<file path="config.mk">
export PLATFORM = sky130hd
export DESIGN_NAME = mem_access_unit_flat
export DESIGN_NICKNAME = d
export VERILOG_FILES = /design/src/rtl/mem_access_pkg.sv /design/src/rtl/data_memory_if.sv /design/src/rtl/mem_access_unit_lane_align.sv /design/src/rtl/mem_access_unit.sv /design/src/flat_wrapper.sv
export SDC_FILE = /design/constraint.sdc
export NUM_CORES = 1
export LEC_CHECK = 0
export CORE_ASPECT_RATIO = 1.75
export CORE_MARGIN = 4
export CORE_UTILIZATION = 45
export CTS_BUF_LIST = sky130_fd_sc_hd__clkbuf_2 sky130_fd_sc_hd__clkbuf_4 sky130_fd_sc_hd__clkbuf_8
export DETAILED_ROUTE_END_ITERATION = 7
export GPL_TIMING_DRIVEN = 0
export PLACE_DENSITY_LB_ADDON = 0.1
export SYNTH_ARGS = -nofsm -noshare
export SYNTH_HDL_FRONTEND = slang
export SYNTH_SLANG_ARGS = --single-unit
</file>
<file path="constraint.sdc">
create_clock -name clk -period 4.8 [get_ports clk]
set_input_delay 0.96 -clock clk [delete_from_list [all_inputs] [get_ports clk]]
set_output_delay 0.96 -clock clk [all_outputs]
set_load 0.05 [all_outputs]
</file>
<file path="src/rtl/mem_access_pkg.sv">
// Shared types and constants for the CPU-side load/store unit.
// Split-access states exist only when MEM_SPLIT_MISALIGNED_EN is defined.
package mem_access_pkg;

  typedef enum logic [2:0] {
    F3_B  = 3'b000,
    F3_H  = 3'b001,
    F3_W  = 3'b010,
    F3_BU = 3'b100,
    F3_HU = 3'b101
  } funct3_e;

  typedef enum logic [2:0] {
    S_IDLE,
    S_LD_DATA
`ifdef MEM_SPLIT_MISALIGNED_EN
    ,
    S_LD_LO,
    S_LD_HI,
    S_ST_HI
`endif
  } state_e;

  localparam logic [3:0] MASK_B = 4'b0001;
  localparam logic [3:0] MASK_H = 4'b0011;
  localparam logic [3:0] MASK_W = 4'b1111;

  function automatic logic [3:0] size_mask(input logic [2:0] f3);
    case (f3[1:0])
      2'b00:   size_mask = MASK_B;
      2'b01:   size_mask = MASK_H;
      2'b10:   size_mask = MASK_W;
      default: size_mask = '0;
    endcase
  endfunction

  // Unsigned variants exist only for loads; 011/110/111 are never legal.
  function automatic logic funct3_bad(input logic [2:0] f3, input logic write);
    funct3_bad = (f3 == 3'b011) || (f3 == 3'b110) || (f3 == 3'b111) ||
                 (write && f3[2]);
  endfunction

endpackage

</file>
<file path="src/rtl/data_memory_if.sv">
// Word-addressed data memory port with per-byte write enables.
interface data_memory_if;
  logic [3:0]  WriteEnable;
  logic [11:2] addr_out;
  logic [31:0] data_out;
  logic [31:0] data_in;

  modport cpu (output WriteEnable, output addr_out, output data_out, input data_in);
  modport mem (input WriteEnable, input addr_out, input data_out, output data_in);
endinterface

</file>
<file path="src/rtl/mem_access_unit_lane_align.sv">
// Combinational lane steering: byte-lane mask, 64-bit store image, word
// crossing detect, and extraction/extension of load data from a 64-bit image.
module mem_lane_align
  import mem_access_pkg::*;
(
  input  logic [2:0]  funct3,
  input  logic [1:0]  off,
  input  logic [31:0] wdata,
  input  logic [63:0] rimage,
  output logic [7:0]  lane_mask,
  output logic [63:0] store_image,
  output logic        crossing,
  output logic [31:0] load_data
);

  logic [31:0] shifted;

  always_comb begin
    lane_mask   = {4'b0000, size_mask(funct3)} << off;
    store_image = {32'h0, wdata} << {off, 3'b000};
    crossing    = |lane_mask[7:4];
    shifted     = rimage[{off, 3'b000} +: 32];
    case (funct3_e'(funct3))
      F3_B:    load_data = {{24{shifted[7]}}, shifted[7:0]};
      F3_H:    load_data = {{16{shifted[15]}}, shifted[15:0]};
      F3_BU:   load_data = {24'h0, shifted[7:0]};
      F3_HU:   load_data = {16'h0, shifted[15:0]};
      F3_W:    load_data = shifted;
      default: load_data = shifted;
    endcase
  end

endmodule

</file>
<file path="src/rtl/mem_access_unit.sv">
// Load/store controller between MEM stage and data memory.
// Define MEM_SPLIT_MISALIGNED_EN to split word-crossing accesses; otherwise they fault.
module mem_access_unit
  import mem_access_pkg::*;
(
  input  logic        clk,
  input  logic        rst,
  input  logic        req_valid,
  output logic        req_ready,
  input  logic        req_write,
  input  logic [2:0]  req_funct3,
  input  logic [31:0] req_addr,
  input  logic [31:0] req_wdata,
  output logic        rdata_valid,
  output logic [31:0] rdata,
  output logic        fault,
  data_memory_if.cpu  dmem
);

  state_e      state;
  logic [2:0]  lat_funct3;
  logic [1:0]  lat_off;
  logic [9:0]  lat_word;
  logic [31:0] lat_wdata;
  logic [9:0]  word_next;

  logic        in_idle;
  logic        accept;
  logic        req_bad;
  logic        req_reject;
  logic [2:0]  sel_funct3;
  logic [1:0]  sel_off;
  logic [31:0] sel_wdata;
  logic [63:0] rimage;
  logic [7:0]  lane_mask;
  logic [63:0] store_image;
  logic        crossing;
  logic [31:0] load_data;
  logic        unused_addr_hi;

  assign unused_addr_hi = ^req_addr[31:12];

  assign in_idle   = (state == S_IDLE);
  assign req_ready = in_idle && !rst;
  assign accept    = req_valid && req_ready;
  assign req_bad   = funct3_bad(req_funct3, req_write);
  assign word_next = lat_word + 10'd1;

  // Idle cycles steer the live request; busy cycles steer the latched one.
  assign sel_funct3 = in_idle ? req_funct3     : lat_funct3;
  assign sel_off    = in_idle ? req_addr[1:0]  : lat_off;
  assign sel_wdata  = in_idle ? req_wdata      : lat_wdata;

`ifdef MEM_SPLIT_MISALIGNED_EN
  logic [31:0] lo_reg;
  assign rimage     = (state == S_LD_HI) ? {dmem.data_in, lo_reg} : {32'h0, dmem.data_in};
  assign req_reject = req_bad;
`else
  assign rimage     = {32'h0, dmem.data_in};
  assign req_reject = req_bad || crossing;
`endif

  mem_lane_align u_align (
    .funct3      (sel_funct3),
    .off         (sel_off),
    .wdata       (sel_wdata),
    .rimage      (rimage),
    .lane_mask   (lane_mask),
    .store_image (store_image),
    .crossing    (crossing),
    .load_data   (load_data)
  );

  // Gated by rst so an aborted high-half store never reaches memory.
  always_comb begin
    dmem.WriteEnable = '0;
    dmem.addr_out    = '0;
    dmem.data_out    = '0;
    if (!rst) begin
      case (state)
        S_IDLE: begin
          if (accept && !req_reject) begin
            dmem.addr_out = req_addr[11:2];
            if (req_write) begin
              dmem.WriteEnable = lane_mask[3:0];
              dmem.data_out    = store_image[31:0];
            end
          end
        end
`ifdef MEM_SPLIT_MISALIGNED_EN
        S_LD_LO: dmem.addr_out = word_next;
        S_ST_HI: begin
          dmem.WriteEnable = lane_mask[7:4];
          dmem.addr_out    = word_next;
          dmem.data_out    = store_image[63:32];
        end
`endif
        default: ;
      endcase
    end
  end

  always_ff @(posedge clk) begin
    if (rst) begin
      state       <= S_IDLE;
      rdata       <= '0;
      rdata_valid <= 1'b0;
      fault       <= 1'b0;
      lat_funct3  <= '0;
      lat_off     <= '0;
      lat_word    <= '0;
      lat_wdata   <= '0;
`ifdef MEM_SPLIT_MISALIGNED_EN
      lo_reg      <= '0;
`endif
    end else begin
      rdata_valid <= 1'b0;
      fault       <= 1'b0;
      case (state)
        S_IDLE: begin
          if (accept) begin
            lat_funct3 <= req_funct3;
            lat_off    <= req_addr[1:0];
            lat_word   <= req_addr[11:2];
            lat_wdata  <= req_wdata;
            if (req_reject)
              fault <= 1'b1;
`ifdef MEM_SPLIT_MISALIGNED_EN
            else if (crossing)
              state <= req_write ? S_ST_HI : S_LD_LO;
`endif
            else if (!req_write)
              state <= S_LD_DATA;
          end
        end
        S_LD_DATA: begin
          rdata       <= load_data;
          rdata_valid <= 1'b1;
          state       <= S_IDLE;
        end
`ifdef MEM_SPLIT_MISALIGNED_EN
        S_LD_LO: begin
          lo_reg <= dmem.data_in;
          state  <= S_LD_HI;
        end
        S_LD_HI: begin
          rdata       <= load_data;
          rdata_valid <= 1'b1;
          state       <= S_IDLE;
        end
        S_ST_HI: state <= S_IDLE;
`endif
        default: state <= S_IDLE;
      endcase
    end
  end

endmodule

</file>
<file path="src/flat_wrapper.sv">
// flat-port wrapper written by rule: the top's interface ports become plain ports
module mem_access_unit_flat import mem_access_pkg::*;
  (clk, rst, req_valid, req_ready, req_write, req_funct3, req_addr, req_wdata, rdata_valid, rdata, fault, dmem_WriteEnable, dmem_addr_out, dmem_data_out, dmem_data_in);
  data_memory_if dmem_i ();
  input  logic clk;
  input  logic rst;
  input  logic req_valid;
  output logic req_ready;
  input  logic req_write;
  input  logic [2:0] req_funct3;
  input  logic [31:0] req_addr;
  input  logic [31:0] req_wdata;
  output logic rdata_valid;
  output logic [31:0] rdata;
  output logic fault;
  output wire logic [$bits(dmem_i.WriteEnable)-1:0] dmem_WriteEnable;
  output wire logic [$bits(dmem_i.addr_out)-1:0] dmem_addr_out;
  output wire logic [$bits(dmem_i.data_out)-1:0] dmem_data_out;
  input wire logic [$bits(dmem_i.data_in)-1:0] dmem_data_in;
  assign dmem_WriteEnable = dmem_i.WriteEnable;
  assign dmem_addr_out = dmem_i.addr_out;
  assign dmem_data_out = dmem_i.data_out;
  assign dmem_i.data_in = dmem_data_in;
  mem_access_unit u_core (.clk(clk), .rst(rst), .req_valid(req_valid), .req_ready(req_ready), .req_write(req_write), .req_funct3(req_funct3), .req_addr(req_addr), .req_wdata(req_wdata), .rdata_valid(rdata_valid), .rdata(rdata), .fault(fault), .dmem(dmem_i));
endmodule
</file>
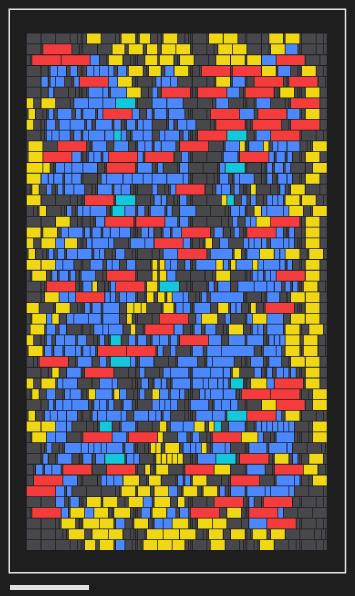
**Above:** run 1 (cell classes on the final placement).
Bar = 20 um. Fill, decap, tap and diode cells in grey.
sequential cells: marked red, cells 72, share of their area 23%. combinational and other logic: marked blue, cells 468, share of their area 46%. remaining buffers and delay cells: marked yellow, cells 211, share of their area 28%. clock drivers and dummy loads: marked cyan, cells 16, share of their area 2.7%.
total non-filler cell area in the finished layout: 6510 um2
final design utilization: 65.7%
flop share of the area: 22.1%

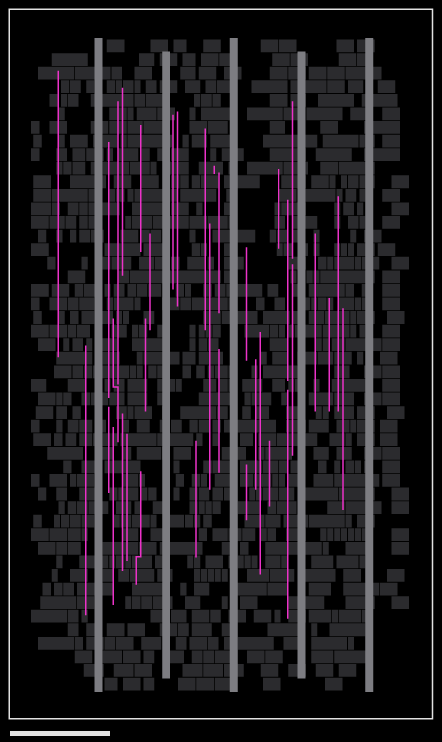
**Above:** run 1 (signal wires on met4).
Bar = 20 um. Supply wires on this layer in grey.
The layer carries 1150 um of wire. The longest straight run is 57.1 um.
total wirelength of the detailed-routed design: 18300 um
via count: 5221

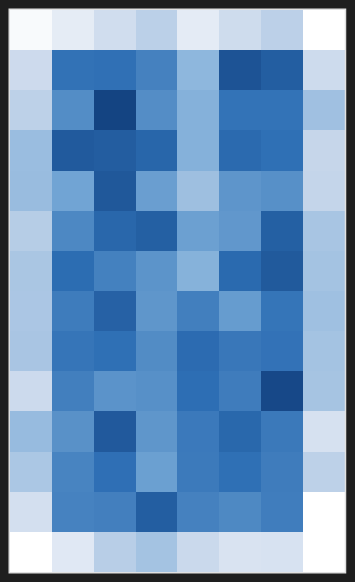
**Above:** run 1 (placement density heat map).
The die is cut into 8 by 14 equal tiles; white is low, dark blue is high, 0 to 100% covered.
3.6% of the tiles are nearly empty. 19% of the tiles are over 75% full. The fullest tile reaches 92%. The mean over all tiles is 53%.
core area: 9910 um2
fp util: 46.5%

==> run 1: layout make-up <==
class | count | share of cell area (%)
sequential | 72 | 22.1
inverter | 5 | 0.288
clock buffer | 9 | 1.90
tap | 125 | 2.40
timing repair buffer | 163 | 23.9
multi-input combinational | 463 | 45.0
buffer | 48 | 3.67
clock inverter | 7 | 0.750
==> run 1: kinds of logic (layout without fill, tap and decap cells) <==
logic type	after synthesis	count (layout)	synth area share [%]
buffers and inverters	53	232	5.27
AND/OR/NAND/NOR	256	256	26.0
flip-flops	72	72	31.3
multiplexers	65	65	15.6
AND-OR/OR-AND	138	138	20.8
adder cells (fa/ha/maj)	4	4	1.09
==> run 1: power breakdown <==
group / switching [W] / internal [W]
Sequential: 0.0000219 / 0.000627
Combinational: 0.000241 / 0.000183
Clock: 0.000256 / 0.000187
==> run 1: how the worst min path moves through the flow <==
stage | startpoint | cells after the start | endpoint
floorplan | u_core.lat_funct3[2] | 2 | u_core.lat_funct3[2]
global placement | u_core.rdata[8] | 2 | u_core.rdata[8]
detailed placement | u_core.rdata[14] | 2 | u_core.rdata[14]
CTS | u_core.rdata[14] | 2 | u_core.rdata[14]
global route | u_core.rdata[14] | 2 | u_core.rdata[14]
finish | u_core.rdata[14] | 2 | u_core.rdata[14]
==> run 1: critical path: cells and delay by family (launching register included) <==
family	cells	cell delay [ns]
multiplexers	1	0.30
AND/OR/NAND/NOR	2	0.32
buffers and inverters	7	1.71
flip-flops	1	0.33
AND-OR/OR-AND	2	0.39
adder cells (fa/ha/maj)	1	0.31
==> run 1: registers in the layout, indices dropped and copies added (netlist names) <==
name,count
u_core.rdata,32
u_core.fault,1
u_core.lat_wdata,32
u_core.state,1
u_core.rdata_valid,1
u_core.lat_off,2
u_core.lat_funct3,3
==> results.rst, run 1 <==
Run summary
-----------

.. list-table::
   :header-rows: 1

   * - Metric
     - Value
   * - Number of buffers on the longest clock path
     - 2
   * - DIE AREA
     - ~12000 um2
   * - Ports placed on the boundary
     - around 180
   * - Post-synthesis cell type with the largest instance count
     - sky130_fd_sc_hd__nand2_1
   * - Worst-case reg-to-reg path depth
     - 12
   * - Total of endpoints with negative setup slack in the final report
     - 0
   * - Final #Nets
     - approximately 870
   * - Commonest cells in the synthesized netlist
     - 121 x sky130_fd_sc_hd__nand2_1, 72 x sky130_fd_sc_hd__dfxtp_1, 46 x sky130_fd_sc_hd__o21ai_0
   * - Commonest non-fill, non-tap cell in the layout
     - sky130_fd_sc_hd__clkdlybuf4s50_1
   * - Buffers added on ports
     - ~160
   * - Combinational cell area excluding buffers and inverters
     - about 2900 um2
   * - Instance count of the mapped netlist
     - roughly 590
   * - Synthesis-to-layout area growth
     - 41.3%
   * - Path type of the worst min-delay path
     - register to register
   * - Type of destination of the critical path
     - primary output
   * - Post-route setup TNS
     - 0 ns
   * - Startpoint Class
     - register
   * - Die height
     - about 140 um
   * - Final non-filler cell total
     - between 800 and 900
   * - Post CTS Setup Buffer Count
     - 0
   * - Clock tree from TritonCTS
     - built
   * - Total standard cell area after synthesis
     - between 4000 and 5000 um2
   * - Reg-to-Reg End
     - u_core.state[0]
   * - Worst setup path startpoint
     - u_core.state[0]
   * - Arrival time reported for the critical path endpoint
     - between 3 and 4 ns
   * - Number of H-tree levels
     - 3
   * - List of cells traversed by the critical path
     - buf_6 > buf_6 > clkbuf_4 > buf_4 > buf_4 > mux2i_2 > ha_1 > a21boi_0 > a211o_1 > buf_2 > nand2b_1 > nor2b_1 > clkdlybuf4s15_1
   * - Top cells excl fill/tap
     - 124 x sky130_fd_sc_hd__clkdlybuf4s50_1, 121 x sky130_fd_sc_hd__nand2_1, 72 x sky130_fd_sc_hd__dfxtp_1, 46 x sky130_fd_sc_hd__o21ai_0, 45 x sky130_fd_sc_hd__nor2_1
   * - Longest individual stage delay on the worst path
     - 0.53 ns
   * - Met3 Track Usage GR
     - under 10%
   * - Ratio of cells with drive above 1 in the final layout
     - approximately 14%
   * - Highest clock frequency the design can meet
     - around 210 MHz
   * - Kind of critical path
     - register to primary output
   * - Max-slew violation count
     - 0
   * - Number of buffers created by CTS
     - 9
   * - Number of cell instances after yosys synthesis
     - between 500 and 600
   * - Primary FF master, synth
     - sky130_fd_sc_hd__dfxtp_1
   * - Fraction of registers with async set or reset after synthesis
     - 0%
   * - GR peak layer
     - met2
   * - Late-Pin Clk Latency
     - between 0.3 and 0.4 ns
   * - Max cap viols
     - 0
   * - Antenna diode instance count
     - 0
   * - Final hold violations
     - 0
   * - Weighted congestion reported at the end of routability-driven placement
     - ~0.93
   * - Post-synth area from yosys stat
     - around 4600 um2
   * - Static Leak
     - around 2.5 nW
   * - Total number of placement rows
     - 48
   * - Clock transition at the register clock pins on the worst setup and hold paths after CTS
     - 0.09 ns
   * - Number of synthesized register bits
     - just over 70
   * - Count of nets left with antenna violations after detail routing
     - 0
   * - Post-route setup slack
     - slightly below 0.1 ns
   * - Rel. slew slack
     - a little over half
   * - Library cell used as clock root buffer
     - sky130_fd_sc_hd__clkbuf_8
   * - # clock sinks
     - just over 70
   * - Vias in the first global route
     - between 5000 and 6000
   * - Final critical-path required period
     - 4.70 ns
   * - Count of library flops with an enable pin
     - 0
   * - Dpl ws
     - -0.735 ns
   * - Number of violations reported at the end of detailed-routing iteration 0
     - between 300 and 400
   * - Hold Buf Count CTS
     - 0
   * - Wire length of the first global-routing pass
     - roughly 28000 um
   * - Standard cell with the maximum stage delay on the critical path
     - sky130_fd_sc_hd__clkdlybuf4s15_1
   * - Initial antenna violation count
     - 0
   * - R2R Path Start
     - u_core.state[0]
   * - WHS
     - 0.454 ns
   * - DR pass1 iterations
     - 5
   * - Syn Nets
     - between 600 and 700
   * - Worst IR Drop VDD
     - ~0.14 mV
   * - Storage cell area
     - 1440 um2
   * - Share of the clock period used by the worst path
     - between 90 and 100%
   * - CP Max Fanout
     - 10
   * - Number of instances resized during post-cts repair
     - approximately 110
   * - Number of warnings reported in the yosys synthesis log
     - 0
   * - Met3 Wirelength
     - 1520 um
   * - Remaining routing DRC violations
     - 0
   * - Power Density
     - about 230 nW/um2
   * - Dpl cells
     - just under 900
   * - Mean cell area of the mapped netlist
     - approximately 7.8 um2
   * - Tightest Pin Transition
     - 0.716 ns
   * - Detailed placer's ending HPWL
     - between 10000 and 15000 um
   * - Count of distinct cell types in the synthesized netlist
     - approximately 44
   * - Top Layer Used
     - met4
   * - Largest type area fraction
     - between 30% and 40%
   * - Setup slack, reg-to-reg
     - between 1.5 and 2 ns
   * - Skew final
     - approximately 0.0087 ns
   * - Area of placed instances
     - roughly 6400 um2
   * - Critical path destination
     - dmem_WriteEnable[1]
   * - Met2 routed wirelength
     - between 9000 and 10000 um
   * - Overall track demand over capacity in global routing
     - 29.7%
   * - Number of vias per cell
     - a little under 6
   * - Outcome
     - completed
   * - Fraction of met2 tracks used by global routing
     - between 50% and 60%
## Run 2: what changed since run 1
- HOLD_SLACK_MARGIN: default -> 0.12
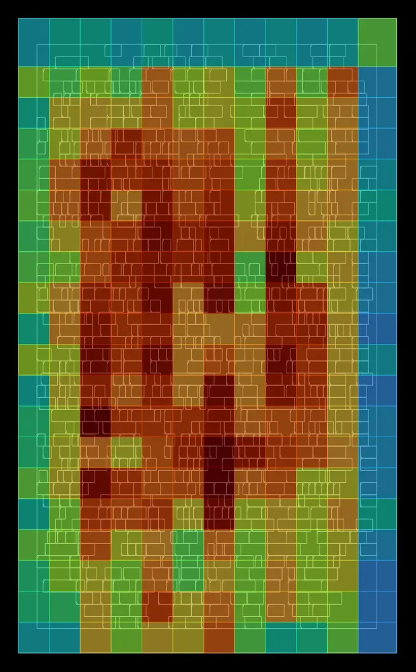
**Above:** run 2 (routing congestion).
GR peak layer: met2
mean routed wirelength per cell: 20.6 um
met1 usage in global routing: 28.7%
overall track demand over capacity in global routing: 29.7%
fraction of met2 tracks used by global routing: 55.3%

==> results.rst, run 2 <==
Run summary
-----------

.. list-table::
   :header-rows: 1

   * - Metric
     - Value
   * - Number of violations reported at the end of detailed-routing iteration 0
     - 343 (unchanged)
   * - Hold Path Depth
     - 2 (unchanged)
   * - Number of warnings reported in the yosys synthesis log
     - 0 (unchanged)
   * - Total wirelength of the detailed-routed design
     - 18300 um (unchanged)
   * - Longest individual stage delay on the worst path
     - 0.53 ns (about the same)
   * - Standard cell with the maximum stage delay on the critical path
     - sky130_fd_sc_hd__clkdlybuf4s15_1 (unchanged)
   * - Type of destination of the critical path
     - primary output (unchanged)
   * - Final hold violations
     - 0 (unchanged)
   * - Post-route setup TNS
     - 0 ns (unchanged)
   * - Regs by FF count
     - u_core.lat_wdata (32), u_core.rdata (32), u_core.lat_funct3 (3) (unchanged)
   * - Clock transition at the register clock pins on the worst setup and hold paths after CTS
     - 0.09 ns (about the same)
   * - Count of distinct cell types in the synthesized netlist
     - 44 (unchanged)
   * - Arrival time reported for the critical path endpoint
     - 3.74 ns (about the same)
   * - Max cap viols
     - 0 (unchanged)
   * - Syn Nets
     - 695 (unchanged)
   * - Final critical-path required period
     - 4.70 ns (unchanged)
   * - Static Leak
     - 2.49 nW (unchanged)
   * - Primary FF master, synth
     - sky130_fd_sc_hd__dfxtp_1 (unchanged)
   * - Count of buffer and inverter cells on the critical path
     - 7 (unchanged)
   * - Ratio of cells with drive above 1 in the final layout
     - 14.3% (unchanged)
   * - Max-slew violation count
     - 0 (unchanged)
   * - Total standard cell area after synthesis
     - 4610 um2 (unchanged)
   * - Total non-filler cell area in the finished layout
     - 6510 um2 (unchanged)
   * - Post-synthesis cell type with the largest instance count
     - sky130_fd_sc_hd__nand2_1 (unchanged)
   * - Tightest Pin Transition
     - 0.716 ns (unchanged)
   * - Wire length of the first global-routing pass
     - 27800 um (unchanged)
   * - Sink of the worst hold path
     - u_core.rdata[14] (unchanged)
   * - Power drawn by the clock network
     - 0.000443 W (about the same)
   * - Setup slack, reg-to-reg
     - 1.85 ns (about the same)
   * - Worst IR Drop VDD
     - 0.142 mV (unchanged)
   * - Late-Pin Clk Latency
     - 0.37 ns (about the same)
   * - Sequential element share of the synthesized area
     - 31.3% (unchanged)
   * - R2R Path Start
     - u_core.state[0] (unchanged)
   * - Number of cell instances after yosys synthesis
     - 588 (unchanged)
   * - OpenROAD warning count
     - 50 (unchanged)
   * - Reg-to-Reg End
     - u_core.state[0] (unchanged)
   * - Instance count of the mapped netlist
     - 588 (unchanged)
   * - Largest type area fraction
     - 31.3% (unchanged)
   * - Antenna diode instance count
     - 0 (unchanged)
   * - DIE AREA
     - 12000 um2 (unchanged)
   * - Congestion Overflow GR
     - 0 (unchanged)
   * - Top cells excl fill/tap
     - 124 x sky130_fd_sc_hd__clkdlybuf4s50_1, 121 x sky130_fd_sc_hd__nand2_1, 72 x sky130_fd_sc_hd__dfxtp_1, 46 x sky130_fd_sc_hd__o21ai_0, 45 x sky130_fd_sc_hd__nor2_1 (unchanged)
   * - Library cell used as clock root buffer
     - sky130_fd_sc_hd__clkbuf_8 (unchanged)
   * - Count of nets left with antenna violations after detail routing
     - 0 (unchanged)
   * - Core area
     - 9910 um2 (unchanged)
   * - Req. time, crit path
     - 3.84 ns (about the same)
   * - Clock tree from TritonCTS
     - built (unchanged)
   * - Fp util
     - 46.5% (unchanged)
   * - Number of instances resized during post-cts repair
     - 114 (unchanged)
   * - RSZ-0062 raised after global routing
     - true (unchanged)
   * - Post CTS Setup Buffer Count
     - 0 (unchanged)
   * - Worst-case reg-to-reg path depth
     - 12 (unchanged)
   * - Skew final
     - 0.00874 ns (unchanged)
   * - Hold Buf Count CTS
     - 0 (unchanged)
   * - Kind of critical path
     - register to primary output (unchanged)
   * - Ports placed on the boundary
     - 184 (unchanged)
   * - Cell type contributing the most total cell area after synthesis
     - sky130_fd_sc_hd__dfxtp_1 (unchanged)
   * - Number of buffers on the longest clock path
     - 2 (unchanged)
   * - Post-layout power
     - 0.00152 W (unchanged)
   * - Mean cell area of the mapped netlist
     - 7.83 um2 (unchanged)
   * - Seq pwr share
     - 42.8% (about the same)
   * - Clock network fraction of total power
     - 29.2% (about the same)
   * - Via count
     - 5221 (unchanged)
   * - Hold Path Origin
     - u_core.rdata[14] (unchanged)
   * - Flip-flop and latch power
     - 0.000649 W (about the same)
   * - Rel. slew slack
     - 52.2% (unchanged)
   * - Area of placed instances
     - 6390 um2 (unchanged)
   * - Post-synth area from yosys stat
     - 4610 um2 (unchanged)
   * - Final non-filler cell total
     - 892 (unchanged)
   * - Number of synthesized register bits
     - 72 (unchanged)
   * - Count of library flops with an enable pin
     - 0 (unchanged)
   * - Highest clock frequency the design can meet
     - 213 MHz (unchanged)
   * - Initial antenna violation count
     - 0 (unchanged)
   * - CP delay by family, top
     - buffers and inverters (unchanged)
   * - Fraction of power consumed by combinational cells
     - 28.0% (about the same)
   * - Biggest consumer
     - registers (unchanged)
   * - Largest net degree at the start of global routing
     - 14 (unchanged)
   * - WHS
     - 0.454 ns (unchanged)
   * - Largest cells by area after synthesis
     - sky130_fd_sc_hd__dfxtp_1 31%, sky130_fd_sc_hd__nand2_1 9.9%, sky130_fd_sc_hd__mux2i_1 7.6% (unchanged)
   * - # clock sinks
     - 72 (unchanged)
   * - Remaining routing DRC violations
     - 0 (unchanged)
   * - Switching share of total power
     - 34.2% (unchanged)
   * - Buffers added on ports
     - 163 (unchanged)
   * - Vias in the first global route
     - 5493 (unchanged)
   * - Number of vias per cell
     - 5.85 (unchanged)
   * - Die height
     - 142 um (unchanged)
   * - Switching power summed over all nets
     - 0.000519 W (unchanged)
   * - Power consumed by combinational cells
     - 0.000424 W (about the same)
   * - Share of the clock period used by the worst path
     - 98.0% (unchanged)
   * - Final #Nets
     - 869 (unchanged)
   * - Die Wd
     - 84.5 um (unchanged)
   * - Startpoint Class
     - register (unchanged)
   * - Number of H-tree levels
     - 3 (unchanged)
   * - Commonest non-fill, non-tap cell in the layout
     - sky130_fd_sc_hd__clkdlybuf4s50_1 (unchanged)
   * - Weighted congestion reported at the end of routability-driven placement
     - 0.934 (unchanged)
   * - Path type of the worst min-delay path
     - register to register (unchanged)
   * - Total number of placement rows
     - 48 (unchanged)
   * - Total of endpoints with negative setup slack in the final report
     - 0 (unchanged)
   * - Synthesis-to-layout area growth
     - 41.3% (unchanged)
   * - List of cells traversed by the critical path
     - buf_6 > buf_6 > clkbuf_4 > buf_4 > buf_4 > mux2i_2 > ha_1 > a21boi_0 > a211o_1 > buf_2 > nand2b_1 > nor2b_1 > clkdlybuf4s15_1 (unchanged)
   * - Commonest cells in the synthesized netlist
     - 121 x sky130_fd_sc_hd__nand2_1, 72 x sky130_fd_sc_hd__dfxtp_1, 46 x sky130_fd_sc_hd__o21ai_0 (unchanged)
   * - CP Max Fanout
     - 10 (unchanged)
   * - Power Density
     - 233 nW/um2 (unchanged)
   * - DR pass1 iterations
     - 5 (unchanged)
   * - Outcome
     - completed (unchanged)
   * - Number of buffers created by CTS
     - 9 (unchanged)
   * - Fraction of registers with async set or reset after synthesis
     - 0% (unchanged)
   * - Dpl cells
     - 876 (unchanged)
   * - Cell internal power dissipation
     - 0.000998 W (unchanged)
   * - Detailed placer's ending HPWL
     - 13800 um (unchanged)
==> run 2: cell counts in the layout (fill, tap and decap cells not counted) <==
No cell type changed its count.
==> run 2: through the flow <==
| stage | utilization [%] | setup slack, ns |
|---|---|---|
| detailed placement | 64.5 | -0.735 |
| global placement | 64.5 | -0.754 |
| global route | 65.7 | 0.00517 |
| CTS | 65.9 | 0.00134 |
| floorplan | - | 0.105 |
| finish | 65.7 | 0.0981 |
==> run 2: kinds of logic after synthesis <==
group                      Yosys count  synth area share [%]
muxes                               65                  15.6
DFF                                 72                  31.3
AOI/OAI and AO/OA                  138                  20.8
buffers and inverters               53                  5.27
adders and majority gates            4                  1.09
and+or+nand+nor                    256                  26.0
==> run 2: how the worst max path moves through the flow <==
stage / from / end / slack [ns] / cells after the start
6_report: u_core.state[0] / dmem_WriteEnable[1] / 0.1 / 13
5_1_grt: u_core.state[0] / dmem_WriteEnable[0] / 0.005 / 14
4_1_cts: u_core.state[0] / dmem_data_out[24] / 0.001 / 13
3_5_place_dp: u_core.state[0] / dmem_WriteEnable[0] / -0.73 / 14
3_3_place_gp: u_core.state[0] / dmem_WriteEnable[0] / -0.75 / 14
2_1_floorplan: u_core.state[0] / dmem_WriteEnable[0] / 0.10 / 13
==> run 2: layout make-up <==
type | instances | area (um2)
Timing Repair Buffer | 163 | 1550
Sequential cell | 72 | 1440
Buffer | 48 | 239
Tap cell | 125 | 156
Inverter | 5 | 18.8
Multi-Input combinational cell | 463 | 2930
Fill cell | 909 | 3400
Clock inverter | 7 | 48.8
Clock buffer | 9 | 124
==> run 2: metal layers <==
metal,up-vias,wire [um],part of all wire (%),track usage (%)
met5,-,0,0,0
met4,0,1150,6.2,20.0
met3,87,1520,8.3,5.81
met2,310,9590,52,55.3
met1,2417,6080,33,28.7
li1,2407,-,-,-
Power is estimated from default activity; no workload was simulated.
